<file path="src/rtl/hidden_layer_feeder_if.sv">
// Frame-feeder bus: upstream sample stream in, parallel frame plus launch/complete
// handshake to the hidden layer, status out.
interface hidden_layer_feeder_if #(
    parameter int input_width = 5
);
    logic                          s_valid;
    logic signed [input_width-1:0] s_data;
    logic                          s_ready;
    logic signed [input_width-1:0] out0;
    logic signed [input_width-1:0] out1;
    logic signed [input_width-1:0] out2;
    logic signed [input_width-1:0] out3;
    logic                          input_ready;
    logic                          layer_ready;
    logic                          frame_done;
    logic                          timeout;
    logic                          err;
    logic [7:0]                    frames_done;

    modport master (
        output s_valid, s_data, layer_ready,
        input  s_ready, out0, out1, out2, out3, input_ready,
               frame_done, timeout, err, frames_done
    );

    modport slave (
        input  s_valid, s_data, layer_ready,
        output s_ready, out0, out1, out2, out3, input_ready,
               frame_done, timeout, err, frames_done
    );
endinterface

</file>
<file path="src/rtl/hidden_layer_feeder.sv">
// Packs serial signed samples into 4-sample frames for the hidden layer, with a
// shadow buffer so the next frame fills while the current one is computed.
//
// state  | meaning
// IDLE   | no frame in flight; launch as soon as the shadow buffer is full
// LAUNCH | frame just copied to out*; input_ready strobe, timer cleared
// WAIT   | waiting for a fresh rising edge of layer_ready, or timeout
module hidden_layer_feeder #(
    parameter int input_width    = 5,
    parameter int timeout_cycles = 64
) (
    input logic                   clk,
    input logic                   rst,
    hidden_layer_feeder_if.slave  bus
);
    localparam int timer_width = (timeout_cycles > 1) ? $clog2(timeout_cycles) : 1;
    localparam logic [timer_width-1:0] timer_last = timer_width'(timeout_cycles - 1);

    typedef enum logic [1:0] {
        IDLE,
        LAUNCH,
        WAIT
    } state_t;

    state_t                        state;
    logic signed [input_width-1:0] shadow [4];
    logic signed [input_width-1:0] active [4];
    logic [1:0]                    idx;
    logic                          shadow_full;
    logic                          layer_ready_q;
    logic [timer_width-1:0]        timer;
    logic                          err_q;
    logic [7:0]                    frames_done_q;

    logic ready_edge;
    logic accept;
    logic complete;
    logic expire;
    logic copy;

    // A level already high on WAIT entry leaves layer_ready_q set, so it never looks like an edge.
    assign ready_edge = bus.layer_ready & ~layer_ready_q;
    assign accept     = bus.s_valid & ~shadow_full;
    assign complete   = (state == WAIT) & ready_edge;
    assign expire     = (state == WAIT) & ~ready_edge & (timer == timer_last);
    assign copy       = shadow_full & ((state == IDLE) | complete);

    assign bus.s_ready     = ~shadow_full;
    assign bus.out0        = active[0];
    assign bus.out1        = active[1];
    assign bus.out2        = active[2];
    assign bus.out3        = active[3];
    assign bus.input_ready = (state == LAUNCH);
    assign bus.frame_done  = complete;
    assign bus.timeout     = expire;
    assign bus.err         = err_q;
    assign bus.frames_done = frames_done_q;

    always_ff @(posedge clk) begin
        if (rst) begin
            state         <= IDLE;
            idx           <= 2'd0;
            shadow_full   <= 1'b0;
            layer_ready_q <= 1'b0;
            timer         <= '0;
            err_q         <= 1'b0;
            frames_done_q <= 8'd0;
            for (int i = 0; i < 4; i++) begin
                shadow[i] <= '0;
                active[i] <= '0;
            end
        end else begin
            layer_ready_q <= bus.layer_ready;

            if (accept) begin
                shadow[idx] <= bus.s_data;
                idx         <= idx + 2'd1;
                if (idx == 2'd3) begin
                    shadow_full <= 1'b1;
                end
            end

            // accept and copy are mutually exclusive: s_ready is low whenever a copy can occur
            if (copy) begin
                active      <= shadow;
                shadow_full <= 1'b0;
            end

            case (state)
                IDLE: begin
                    if (shadow_full) begin
                        state <= LAUNCH;
                    end
                end
                LAUNCH: begin
                    timer <= '0;
                    state <= WAIT;
                end
                WAIT: begin
                    if (ready_edge) begin
                        frames_done_q <= frames_done_q + 8'd1;
                        state         <= shadow_full ? LAUNCH : IDLE;
                    end else if (timer == timer_last) begin
                        err_q <= 1'b1;
                        state <= IDLE;
                    end else begin
                        timer <= timer + 1'b1;
                    end
                end
                default: state <= IDLE;
            endcase
        end
    end
endmodule

</file>
<file path="src/flat_wrapper.sv">
// flat-port wrapper written by rule: the top's interface ports become plain ports
module hidden_layer_feeder_flat 
#(
    parameter int input_width    = 5,
    parameter int timeout_cycles = 64
)
  (clk, rst, bus_s_valid, bus_s_data, bus_layer_ready, bus_s_ready, bus_out0, bus_out1, bus_out2, bus_out3, bus_input_ready, bus_frame_done, bus_timeout, bus_err, bus_frames_done);
  hidden_layer_feeder_if #(.input_width(input_width)) bus_i ();
  input logic clk;
  input logic rst;
  input wire logic [$bits(bus_i.s_valid)-1:0] bus_s_valid;
  input wire logic [$bits(bus_i.s_data)-1:0] bus_s_data;
  input wire logic [$bits(bus_i.layer_ready)-1:0] bus_layer_ready;
  output wire logic [$bits(bus_i.s_ready)-1:0] bus_s_ready;
  output wire logic [$bits(bus_i.out0)-1:0] bus_out0;
  output wire logic [$bits(bus_i.out1)-1:0] bus_out1;
  output wire logic [$bits(bus_i.out2)-1:0] bus_out2;
  output wire logic [$bits(bus_i.out3)-1:0] bus_out3;
  output wire logic [$bits(bus_i.input_ready)-1:0] bus_input_ready;
  output wire logic [$bits(bus_i.frame_done)-1:0] bus_frame_done;
  output wire logic [$bits(bus_i.timeout)-1:0] bus_timeout;
  output wire logic [$bits(bus_i.err)-1:0] bus_err;
  output wire logic [$bits(bus_i.frames_done)-1:0] bus_frames_done;
  assign bus_i.s_valid = bus_s_valid;
  assign bus_i.s_data = bus_s_data;
  assign bus_i.layer_ready = bus_layer_ready;
  assign bus_s_ready = bus_i.s_ready;
  assign bus_out0 = bus_i.out0;
  assign bus_out1 = bus_i.out1;
  assign bus_out2 = bus_i.out2;
  assign bus_out3 = bus_i.out3;
  assign bus_input_ready = bus_i.input_ready;
  assign bus_frame_done = bus_i.frame_done;
  assign bus_timeout = bus_i.timeout;
  assign bus_err = bus_i.err;
  assign bus_frames_done = bus_i.frames_done;
  hidden_layer_feeder #(.input_width(input_width), .timeout_cycles(timeout_cycles)) u_core (.clk(clk), .rst(rst), .bus(bus_i));
endmodule
</file>
<file path="config.mk">
export PLATFORM = sky130hd
export DESIGN_NAME = hidden_layer_feeder_flat
export DESIGN_NICKNAME = d
export VERILOG_FILES = /design/src/rtl/hidden_layer_feeder_if.sv /design/src/rtl/hidden_layer_feeder.sv /design/src/flat_wrapper.sv
export SDC_FILE = /design/constraint.sdc
export NUM_CORES = 1
export LEC_CHECK = 0
export CAP_MARGIN = 20
export CORE_MARGIN = 2
export CORE_UTILIZATION = 30
export DETAILED_ROUTE_END_ITERATION = 7
export PLACE_DENSITY = 0.54
export SLEW_MARGIN = 10
export SYNTH_ARGS = -nofsm -noshare
export SYNTH_HDL_FRONTEND = slang
export SYNTH_SLANG_ARGS = --single-unit
</file>
<file path="constraint.sdc">
create_clock -name clk -period 1.6 [get_ports clk]
set_input_delay 0.24 -clock clk [delete_from_list [all_inputs] [get_ports clk]]
set_output_delay 0.24 -clock clk [all_outputs]
set_load 0.005 [all_outputs]
</file>
Figure 1. Routing congestion map.
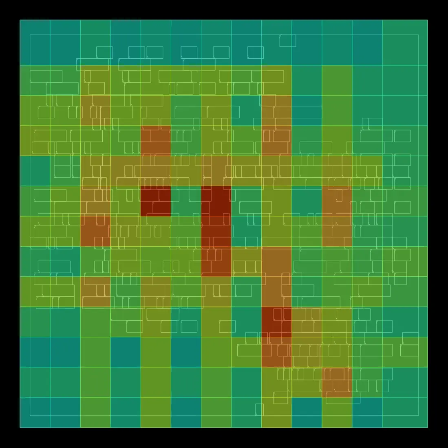
met3 Use GR: 3.71%
global routing's busiest layer: met2
DR WL/cell: 11.9 um
GR met1 Demand/Resource: 16.8%

Figure 2. Clock distribution.
The bar under the picture is 20 um long.
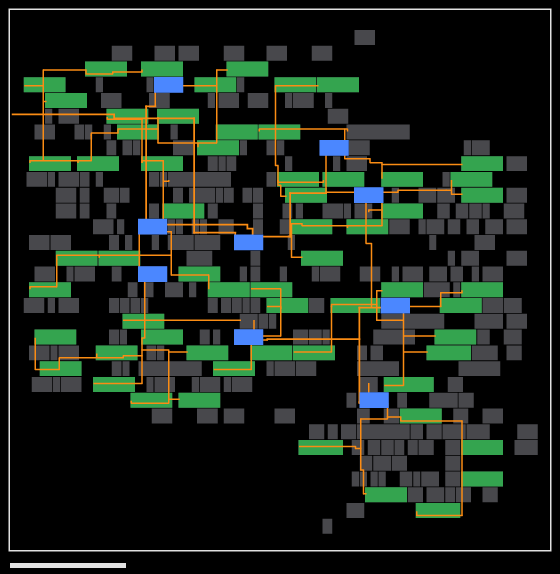
[clock-net drivers] blue | count: 9
[clock wires] orange | length: 815 um
[flip-flops] green | count: 61
routed clock nets: 10

==> results.sh <==
# physical design summary
export IMPL_switching_share_pct=21.2
export IMPL_die_x_um=93.1
export IMPL_worst_pin_slew_ns=0.402
export IMPL_h_tree_depth=3
export IMPL_skew_ns=0.00676
export IMPL_nNetsFinal=324
export IMPL_final_setup_viol_count=0
export IMPL_synthAdderAreaFrac_pct=3.15
export IMPL_vias_per_cell=4.58
export IMPL_grt_pass1_wl_mm=8.33
export IMPL_cap_violations=0
export IMPL_p_comb_share_pct=5.0
export IMPL_status="complete, no violations"
export IMPL_start_kind="register"
export IMPL_cp_required_ns=1.36
export IMPL_internal_power_mw=2.82
export IMPL_syn_inst=256
export IMPL_post_place_cells=399
export IMPL_instances_no_fill=416
export IMPL_top_logic_kind="simple AND/OR/NAND/NOR gates"
export IMPL_cts_root_buf="clkbuf_8"
export IMPL_vias=1905
export IMPL_fp_util_pct=30.8
export IMPL_edf_count=0
export IMPL_yosysWarnings=0
export IMPL_max_stage_delay_ns=0.36
export IMPL_warning_count=30
export IMPL_critPathKind="register to output pin"
export IMPL_ys_flop_type="dfxtp_1"
export IMPL_cts_max_path_buffers=2
export IMPL_dr_pass1_iters=4
export IMPL_leakagePower_nw=1.19
export IMPL_crit_family="flip-flops"
export IMPL_timing_final_crit_share_pct=94.1
export IMPL_synthXorXnorAreaFrac_pct=2.94
export IMPL_period_needed_ns=1.51
export IMPL_power_mw=3.58
export IMPL_ys_chip_area_um2=2380
export IMPL_power_density_nw_per_um2=1090
export IMPL_slew_headroom_pct=73.1
export IMPL_antenna_found_initial=0
export IMPL_path_max_fanout=2
export IMPL_cp_buffers_inverters=1
export IMPL_ys_sh_aoi_pct=9.40
export IMPL_ys_types=31
export IMPL_switchingPower_uw=760
export IMPL_fp_dieH_um=93.1
export IMPL_cp_end_kind="output pin"
export IMPL_rows=32
export IMPL_cp_arrival_ns=1.27
export IMPL_hold_violations=0
export IMPL_diodes=0
export IMPL_critPathSlowestCell="dfxtp_2"
export IMPL_top_cell_area_share_pct=51.2
export IMPL_grt_pass1_vias=1799
export IMPL_dieArea_um2=8670
export IMPL_cts_buffers=9
export IMPL_ant_nets=0
export IMPL_layout_drive_gt1_share_pct=14.6
export IMPL_netlist_top_cells_count="dfxtp_1, nor2_1, nand2_1"
export IMPL_grt_ovfl_total=0
export IMPL_clockPowerShare_pct=51.4
export IMPL_clock_sinks=61
export IMPL_hold_buffers=0
export IMPL_ys_flops=61
export IMPL_ys_seq_share_pct=51.2
export IMPL_gp_congestion=0.723
export IMPL_coreArea_um2=7730
export IMPL_dp_hpwl_mm=3.31
export IMPL_synth_area_leader_cell="dfxtp_1"
export IMPL_pwr_share_seq_pct=43.6
export IMPL_yosysMostFrequentCell="dfxtp_1"
export IMPL_synthesis_nets=271
export IMPL_synth_async_sr_flop_share_pct=0
export IMPL_clk_latency_ns=0.34
export IMPL_rsz0062_at_grt="no"
export IMPL_hp_class="input port to register"
export IMPL_track_usage_pct=12.2
export IMPL_slew_viol_final=0
export IMPL_synthMuxAreaShare_pct=8.82
export IMPL_fmax_mhz=664
export IMPL_drt_total_wl_mm=4.94
export IMPL_syn_to_final_growth_pct=38.2
export IMPL_worstPathCellList="ha_4 -> nand2_2 -> nor2_4 -> and3_4 -> buf_6"
export IMPL_top_cells_by_area="dfxtp_1, mux2i_1, nand3_1, nor2_1, a21oi_1"
export IMPL_irDropWorstVdd_mv=0.459
export IMPL_n_fill_cell=748
export IMPL_clk_pin_slew_ns=0.07
export IMPL_simple_gate_area_share_pct=21.0
export IMPL_grt_max_degree=49
export IMPL_hold_ws_ns=0.272
export IMPL_cts_tree="done"
export IMPL_port_buffers=41
export IMPL_synth_avg_cell_area_um2=9.31
export IMPL_netlist_area_um2=2380
export IMPL_detail_route_iter0_violations=50
export IMPL_yosys_cells=256
export IMPL_ios=42
export IMPL_route_detailed_drc=0
Figure 3. Gate-type map.
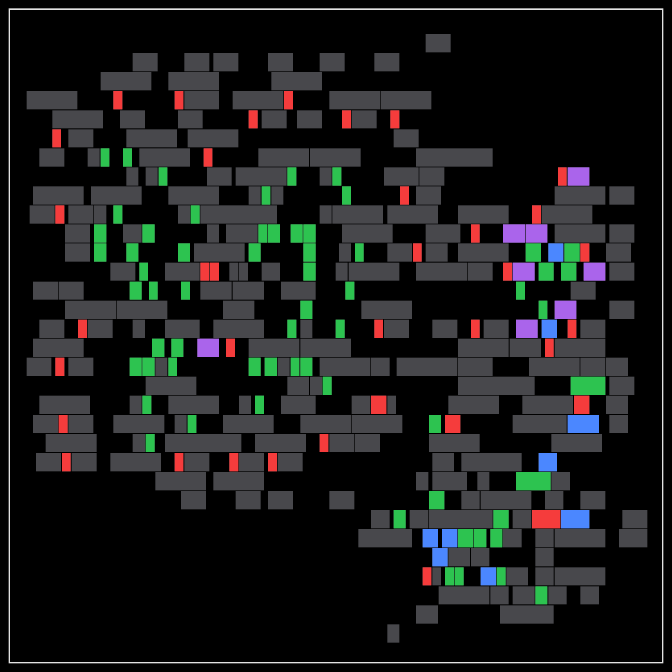
[nand cells] green | cells: 63 | most used: nand2_1
[and/or cells] blue | cells: 9 | most used: and3_1
[nor cells] red | cells: 36 | most used: nor2_1
[xor and xnor cells] purple | cells: 8 | most used: xor2_1 | where: east

[cells by family (layout without fill, tap and decap cells)]
kind of cell,Yosys count,after routing
AOI/OAI and AO/OA,35,35
xor gates and xnor gates,8,8
adders and majority gates,6,6
buffers and inverters,17,75
DFF,61,61
muxes,21,21
and+or+nand+nor,108,108
[sequential cells by signal, indices dropped and copies added, names as in the netlist, 5 cells and up]
register                flops
u_core.bus.out1             5
u_core.timer                6
u_core.bus.out3             5
u_core.bus.out2             5
u_core.shadow              20
u_core.bus.frames_done      8
u_core.bus.out0             5
[timing repair]
action                                 4_1_cts  5_1_grt
endpoints found under the hold margin        0        0
setup endpoints to repair                    3        1
cloned                                       0        0
gates resized                               10       11
setup buffers                                1        0
pin swaps                                    3        2
[metal layers]
layer	wire length (um)	part of all wire, %	track usage [%]
met1	2460	50	16.8
met2	2190	44	17.6
met3	217	4.4	3.71
met4	63	1.3	5.51
met5	0	0	0
[per-stage QoR]
step / instance area (um2) / worst slack, ns / utilization, % / setup TNS, ns
6_report: 3290 / 0.0939 / 42.6 / 0
5_1_grt: 3290 / 0.0100 / 42.6 / 0
4_1_cts: 3260 / -0.103 / 42.2 / -0.103
3_5_place_dp: 2970 / -0.157 / 38.5 / -3.39
3_3_place_gp: 2970 / -0.163 / 38.5 / -3.43
2_1_floorplan: 2380 / 0.264 / - / 0
[final timing paths]
| kind | from | to | slack [ns] | cells past startpoint |
|---|---|---|---|---|
| worst max-delay path | u_core.timer[0] | bus_timeout | 0.09 | 5 |
| worst min-delay path | rst | u_core.bus.frames_done[4] | 0.27 | 2 |
| worst max register to register | u_core.layer_ready_q | u_core.bus.out0[0] | 0.25 | 5 |
| worst min register to register | u_core.shadow[9] | u_core.shadow[9] | 0.46 | 2 |
[power by group through the flow]
stage | logic (mW) | clock network, mW | registers, mW
CTS | 0.182 | 1.88 | 1.56
global route | 0.202 | 1.95 | 1.56
detailed placement | 0.183 | 0 | 1.60
finish | 0.179 | 1.84 | 1.56
floorplan | 0.116 | 0 | 1.59
global placement | 0.181 | 0 | 1.60
[cells in the final DEF, fill, tap and decap left out, types with 3 or more instances in the layout]
| cell type | synthesis | layout |
|---|---|---|
| a21oi_1 | 23 | 23 |
| and3_1 | 6 | 5 |
| buf_4 | 0 | 12 |
| bufinv_16 | 0 | 4 |
| clkbuf_8 | 0 | 9 |
| clkdlybuf4s50_1 | 0 | 36 |
| dfxtp_1 | 61 | 56 |
| dfxtp_2 | 0 | 3 |
| dlygate4sd2_1 | 0 | 3 |
| ha_1 | 6 | 5 |
| inv_1 | 3 | 3 |
| mux2i_1 | 21 | 21 |
| nand2_1 | 30 | 29 |
| nand3_1 | 25 | 25 |
| nand4_1 | 6 | 6 |
| nor2_1 | 33 | 32 |
| nor2b_1 | 3 | 3 |
| o211ai_1 | 3 | 3 |
| o31ai_1 | 3 | 3 |
| xor2_1 | 6 | 6 |
[final cells by class]
class                   instances  area, um2  share of cell area (%)
flip-flops and latches         61       1230                    37.4
multi-input cells             178       1120                    33.9
repair buffers                 55        533                    16.2
clock inverters                 7        146                    4.44
well taps                     102        128                    3.87
clock buffers                   9        124                    3.76
inverters                       4       15.0                   0.456
